--- config.mk ---
export PLATFORM = sky130hd
export DESIGN_NAME = line_readout_packer
export DESIGN_NICKNAME = d
export VERILOG_FILES = /design/src/rtl/line_readout_packer_pkg.sv /design/src/rtl/line_readout_packer_rd_fifo.sv /design/src/rtl/line_readout_packer.sv
export SDC_FILE = /design/constraint.sdc
export NUM_CORES = 1
export LEC_CHECK = 0
export CORE_MARGIN = 3
export CORE_UTILIZATION = 60
export CTS_CLUSTER_DIAMETER = 60
export DETAILED_ROUTE_END_ITERATION = 6
export GPL_ROUTABILITY_DRIVEN = 0
export GPL_TIMING_DRIVEN = 0
export PLACE_DENSITY_LB_ADDON = 0.12
export SLEW_MARGIN = 20
export SYNTH_ARGS = -nofsm -noshare
export SYNTH_HDL_FRONTEND = slang
export SYNTH_SLANG_ARGS = --single-unit
--- constraint.sdc ---
create_clock -name CLK -period 5.2 [get_ports CLK]
set_input_delay 0.52 -clock CLK [delete_from_list [all_inputs] [get_ports CLK]]
set_output_delay 0.52 -clock CLK [all_outputs]
set_load 0.05 [all_outputs]
--- src/rtl/line_readout_packer_pkg.sv ---
// Shared constants, FSM encoding and helpers for the line readout packer.
package line_readout_packer_pkg;

  localparam int ADC_WIDHT   = 14;
  localparam int PIX_IN_ROW  = 320;
  localparam int DEF_ROWS    = 240;
  localparam logic [3:0] HDR_TAG = 4'hA;
  localparam int RD_LAT      = 2;   // the tag delay line below assumes RD_LAT >= 2
  localparam int FIFO_DEPTH  = 4;   // must cover RD_LAT+1 for full throughput
  localparam int CNT_W       = $clog2(FIFO_DEPTH + 1);

  typedef enum logic [1:0] {
    ST_IDLE,
    ST_HDR,
    ST_PIX
  } state_t;

  // Number of set bits in the read-latency tag line (reads in flight).
  function automatic logic [CNT_W-1:0] count_ones(input logic [RD_LAT-1:0] v);
    logic [CNT_W-1:0] n;
    n = '0;
    for (int i = 0; i < RD_LAT; i++) n = n + CNT_W'(v[i]);
    return n;
  endfunction

endpackage

--- src/rtl/line_readout_packer_rd_fifo.sv ---
// Small synchronous FIFO that absorbs line-buffer return data until the sink takes it.
module line_rd_fifo #(
  parameter int DEPTH = 4,
  parameter int WIDTH = 14,
  parameter int CNT_W = $clog2(DEPTH + 1)
) (
  input  logic             CLK,
  input  logic             RESET,
  input  logic             PUSH,
  input  logic [WIDTH-1:0] WR_DATA,
  input  logic             POP,
  output logic [WIDTH-1:0] RD_DATA,
  output logic [CNT_W-1:0] COUNT
);

  localparam int PTR_W = (DEPTH > 1) ? $clog2(DEPTH) : 1;

  logic [WIDTH-1:0] mem [DEPTH];
  logic [PTR_W-1:0] wr_ptr;
  logic [PTR_W-1:0] rd_ptr;
  logic             do_pop;

  function automatic logic [PTR_W-1:0] next_ptr(input logic [PTR_W-1:0] p);
    return (p == PTR_W'(DEPTH - 1)) ? '0 : p + PTR_W'(1);
  endfunction

  assign do_pop  = POP && (COUNT != '0);
  assign RD_DATA = mem[rd_ptr];

  // Storage array, no reset needed: COUNT qualifies every read.
  always_ff @(posedge CLK) begin
    if (PUSH) mem[wr_ptr] <= WR_DATA;
  end

  // Pointer and occupancy bookkeeping; simultaneous push and pop leave COUNT unchanged.
  always_ff @(posedge CLK or posedge RESET) begin
    if (RESET) begin
      wr_ptr <= '0;
      rd_ptr <= '0;
      COUNT  <= '0;
    end else begin
      if (PUSH)   wr_ptr <= next_ptr(wr_ptr);
      if (do_pop) rd_ptr <= next_ptr(rd_ptr);
      case ({PUSH, do_pop})
        2'b10:   COUNT <= COUNT + CNT_W'(1);
        2'b01:   COUNT <= COUNT - CNT_W'(1);
        default: ;
      endcase
    end
  end

  // The upstream credit rule must never let a push land on a full FIFO.
  always_ff @(posedge CLK) begin
    if (!RESET && PUSH && !do_pop) assert (COUNT != CNT_W'(DEPTH));
  end

endmodule

--- src/rtl/line_readout_packer.sv ---
// Reads a completed line out of the ping-pong buffer and streams header + pixels to the host.
module line_readout_packer
  import line_readout_packer_pkg::*;
#(
  parameter int unsigned ROWS = DEF_ROWS
) (
  input  logic                 CLK,
  input  logic                 RESET,
  input  logic                 FRAME_START,
  input  logic                 LINE_READY,
  output logic [9:0]           PIX_OUT,
  input  logic [ADC_WIDHT-1:0] DATA_IN,
  output logic [15:0]          OUT_DATA,
  output logic                 OUT_VALID,
  input  logic                 OUT_READY,
  output logic                 BUSY,
  output logic                 LINE_DONE,
  output logic                 OVERRUN
);

  // Stream handshake: a word transfers on a CLK edge where OUT_VALID && OUT_READY.
  // Once OUT_VALID is raised, OUT_DATA and OUT_VALID hold until that transfer happens.

  state_t                 state;
  logic [9:0]             line_num;
  logic                   fs_pend;
  logic [9:0]             issued;
  logic [9:0]             px_cnt;
  logic [15:0]            hdr_word;
  logic [RD_LAT-1:0]      tag;
  logic [CNT_W-1:0]       fifo_count;
  logic [CNT_W-1:0]       inflight;
  logic [CNT_W:0]         occupancy;
  logic [ADC_WIDHT-1:0]   fifo_head;
  logic                   issue_en;
  logic                   pop;
  logic                   last_pix;
  logic                   start;
  logic                   overrun_evt;

  // Credit check, handshake and line start/overrun decode.
  always_comb begin
    inflight    = count_ones(tag);
    occupancy   = {1'b0, fifo_count} + {1'b0, inflight};
    issue_en    = (state != ST_IDLE) && (issued != 10'(PIX_IN_ROW)) &&
                  (occupancy < (CNT_W + 1)'(FIFO_DEPTH));
    pop         = (state == ST_PIX) && (fifo_count != '0) && OUT_READY;
    last_pix    = pop && (px_cnt == 10'(PIX_IN_ROW - 1));
    // The LINE_DONE cycle still belongs to the finished line, so a request there is an overrun.
    start       = LINE_READY && (state == ST_IDLE) && !LINE_DONE;
    overrun_evt = LINE_READY && !start;
  end

  // Stream word: header in HDR, FIFO head in PIX; all sources are registers.
  always_comb begin
    OUT_VALID = (state == ST_HDR) || ((state == ST_PIX) && (fifo_count != '0));
    OUT_DATA  = 16'h0000;
    if (state == ST_HDR)      OUT_DATA = hdr_word;
    else if (state == ST_PIX) OUT_DATA = {2'b00, fifo_head};
  end

  // Line FSM plus address issue; PIX_OUT is presented before it is counted as issued.
  always_ff @(posedge CLK or posedge RESET) begin
    if (RESET) begin
      state     <= ST_IDLE;
      BUSY      <= 1'b0;
      LINE_DONE <= 1'b0;
      OVERRUN   <= 1'b0;
      PIX_OUT   <= '0;
      issued    <= '0;
      px_cnt    <= '0;
      hdr_word  <= '0;
      tag       <= '0;
    end else begin
      LINE_DONE <= 1'b0;
      OVERRUN   <= overrun_evt;
      tag       <= {tag[RD_LAT-2:0], issue_en};
      case (state)
        ST_IDLE: begin
          if (start) begin
            state    <= ST_HDR;
            BUSY     <= 1'b1;
            PIX_OUT  <= '0;
            issued   <= '0;
            px_cnt   <= '0;
            hdr_word <= {HDR_TAG, 2'b00, (FRAME_START ? 10'd0 : line_num)};
          end
        end
        ST_HDR: begin
          if (OUT_READY) state <= ST_PIX;
        end
        ST_PIX: begin
          if (pop) px_cnt <= px_cnt + 10'd1;
          if (last_pix) begin
            state     <= ST_IDLE;
            BUSY      <= 1'b0;
            LINE_DONE <= 1'b1;
          end
        end
        default: state <= ST_IDLE;
      endcase
      if (issue_en) begin
        issued <= issued + 10'd1;
        if (issued != 10'(PIX_IN_ROW - 1)) PIX_OUT <= PIX_OUT + 10'd1;
      end
    end
  end

  // Line counter: a frame start during a line makes the following line number 0.
  always_ff @(posedge CLK or posedge RESET) begin
    if (RESET) begin
      line_num <= '0;
      fs_pend  <= 1'b0;
    end else if (FRAME_START) begin
      line_num <= '0;
      fs_pend  <= (state != ST_IDLE);
    end else if (LINE_DONE) begin
      line_num <= (fs_pend || (line_num == 10'(ROWS - 1))) ? 10'd0 : line_num + 10'd1;
      fs_pend  <= 1'b0;
    end
  end

  line_rd_fifo #(
    .DEPTH (FIFO_DEPTH),
    .WIDTH (ADC_WIDHT),
    .CNT_W (CNT_W)
  ) u_fifo (
    .CLK     (CLK),
    .RESET   (RESET),
    .PUSH    (tag[RD_LAT-1]),
    .WR_DATA (DATA_IN),
    .POP     (pop),
    .RD_DATA (fifo_head),
    .COUNT   (fifo_count)
  );

endmodule

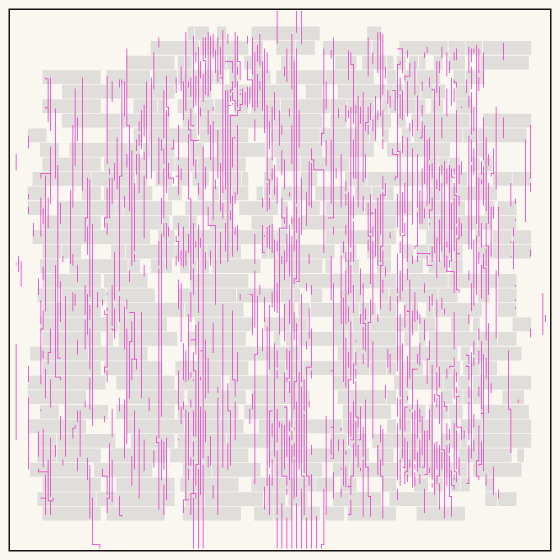
Figure 1: metal 2.
wire length on this layer	5500 µm
longest straight run	58.1 µm
nets with wire on the layer	451
main direction	vertical
met2 GRT Util: 37.8%
vias post-DR: 3601
Total Wirelength: 10900 µm

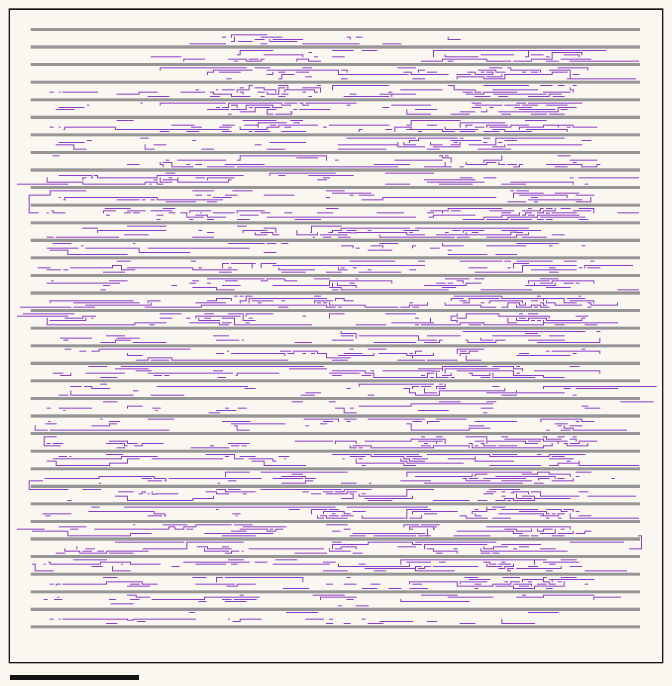
Figure 2: met1 routing.
Scale bar: 20 µm. Supply wires on this layer in grey.
main direction	horizontal
nets with wire on the layer	466
share of all routed wire	45%
GRT met1 Usage: 31.0%

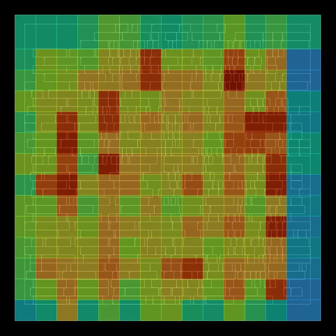
Figure 3: routing congestion map.
drt wl/cell: 18.2 µm
Util after Layout: 75.4%
gr usage total: 23.4%
most used routing layer: met2

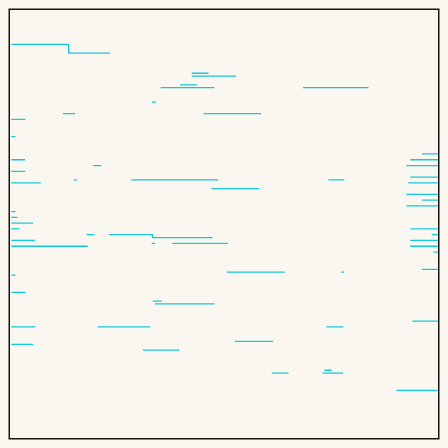
Figure 4: M3 wires.
longest straight run	20.2 µm
wire length on this layer	382 µm
nets with wire on the layer	50
share of all routed wire	3.5%
routing usage on met3: 6.09%

==> qor.csv <==
stage,metric,value,unit
status,status,completed,
cells_and_area,final.clkbuf_count,17,
final_timing,holdWs,0.281,ns
cells_and_area,logic_area,1940,µm²
place,pre_cts_slack,2.18,ns
critical_path,critical_path_depth,5,
logic_synthesis,common_cells,"dfrtp_1, edfxtp_1, nand2_1",
power,p_leak,0.00263,µW
logic_synthesis,yosysCellCount,412,
power,p_sw,1170,µW
cells_and_area,final_cells,600,
cells_and_area,seq_area_share,50.7,%
route,initialDrtViolationCount,127,
cells_and_area,fillers,566,
logic_synthesis,synthArstFlopShare,54.1,%
logic_synthesis,mux_share,6.41,%
final_timing,slew_viol_final,0,
die,nWellTaps,108,
logic_synthesis,top_logic_kind,AND-OR/OR-AND gates,
logic_synthesis,yosys_most_used_dff,dfrtp_1,
power,power_frac_clock,31.6,%
critical_path,slowest_delay,0.70,ns
logic_synthesis,synth_flops,122,
cts,cts_buffers,17,
critical_path,path_buffers,3,
route,wl_met3,382,µm
logic_synthesis,ys_sh_adder,3.15,%
final_timing,finalClockPeriodUsage,67.9,%
logic_synthesis,enable_flop_cells,56,
power,p_total,3270,µW
final_timing,setup_violations,0,
critical_path,critPathCaptureType,output port,
run,max-cap-violations,0,
final_timing,skew,0.0103,ns
cells_and_area,final_area,6580,µm²
logic_synthesis,topCellsByArea,"edfxtp_1, dfrtp_1, mux4_2",
power,switching_share,35.7,%
power,pwr_density_cell,497,nW/µm²
critical_path,critPathLaunch,u_fifo.rd_ptr[0],
die,coreArea,8720,µm²
logic_synthesis,synthCells,412,
cts,cts.clk_slew.worst_paths,0.06,ns
critical_path,reg2reg_to,issued[2],
critical_path,path_cells,"buf_2, buf_2, mux4_2, a22o_1, clkdlybuf4s50_1",
cells_and_area,nets,511,
route,met2WireLength,5500,µm
route,wl_met1,4920,µm
cts,clock_path_buffers,2,
critical_path,start_kind,register,
logic_synthesis,ys_seq_share,61.6,%
cells_and_area,area_delta_synth_final,21.6,%
logic_synthesis,top_area_share,31.1,%
final_timing,max_freq,0.283,GHz
logic_synthesis,synth_nets,444,
die,io_pins,49,
critical_path,cp_top_family,buffers and inverters,
global_routing,grt_overflow,0,
die,die_w,101,µm
cts,post_cts_buffers,0,
final_timing,worst_pin_slew,0.605,ns
cells_and_area,comb_cells,258,
global_routing,antenna_found_initial,0,
global_routing,grt_pass1_vias,3663,
critical_path,critPathArrivalTime,3.01,ns
global_routing,grt_max_degree,54,
power,vdd_ir_drop_max,0.000337,V
cells_and_area,largestClassByArea,flip-flops and latches,
logic_synthesis,yosys_warnings,0,
logic_synthesis,synth.most_common_cell,dfrtp_1,
logic_synthesis,largest_area_cell,edfxtp_1,
critical_path,regToRegSetupSlack,2.96,ns
cells_and_area,comb_share,29.5,%
place,dp_cells,568,
cells_and_area,drive_above_1_share,14.2,%
cts,cts.hold.buffers_added,0,
Power and IR drop assume default switching activity.
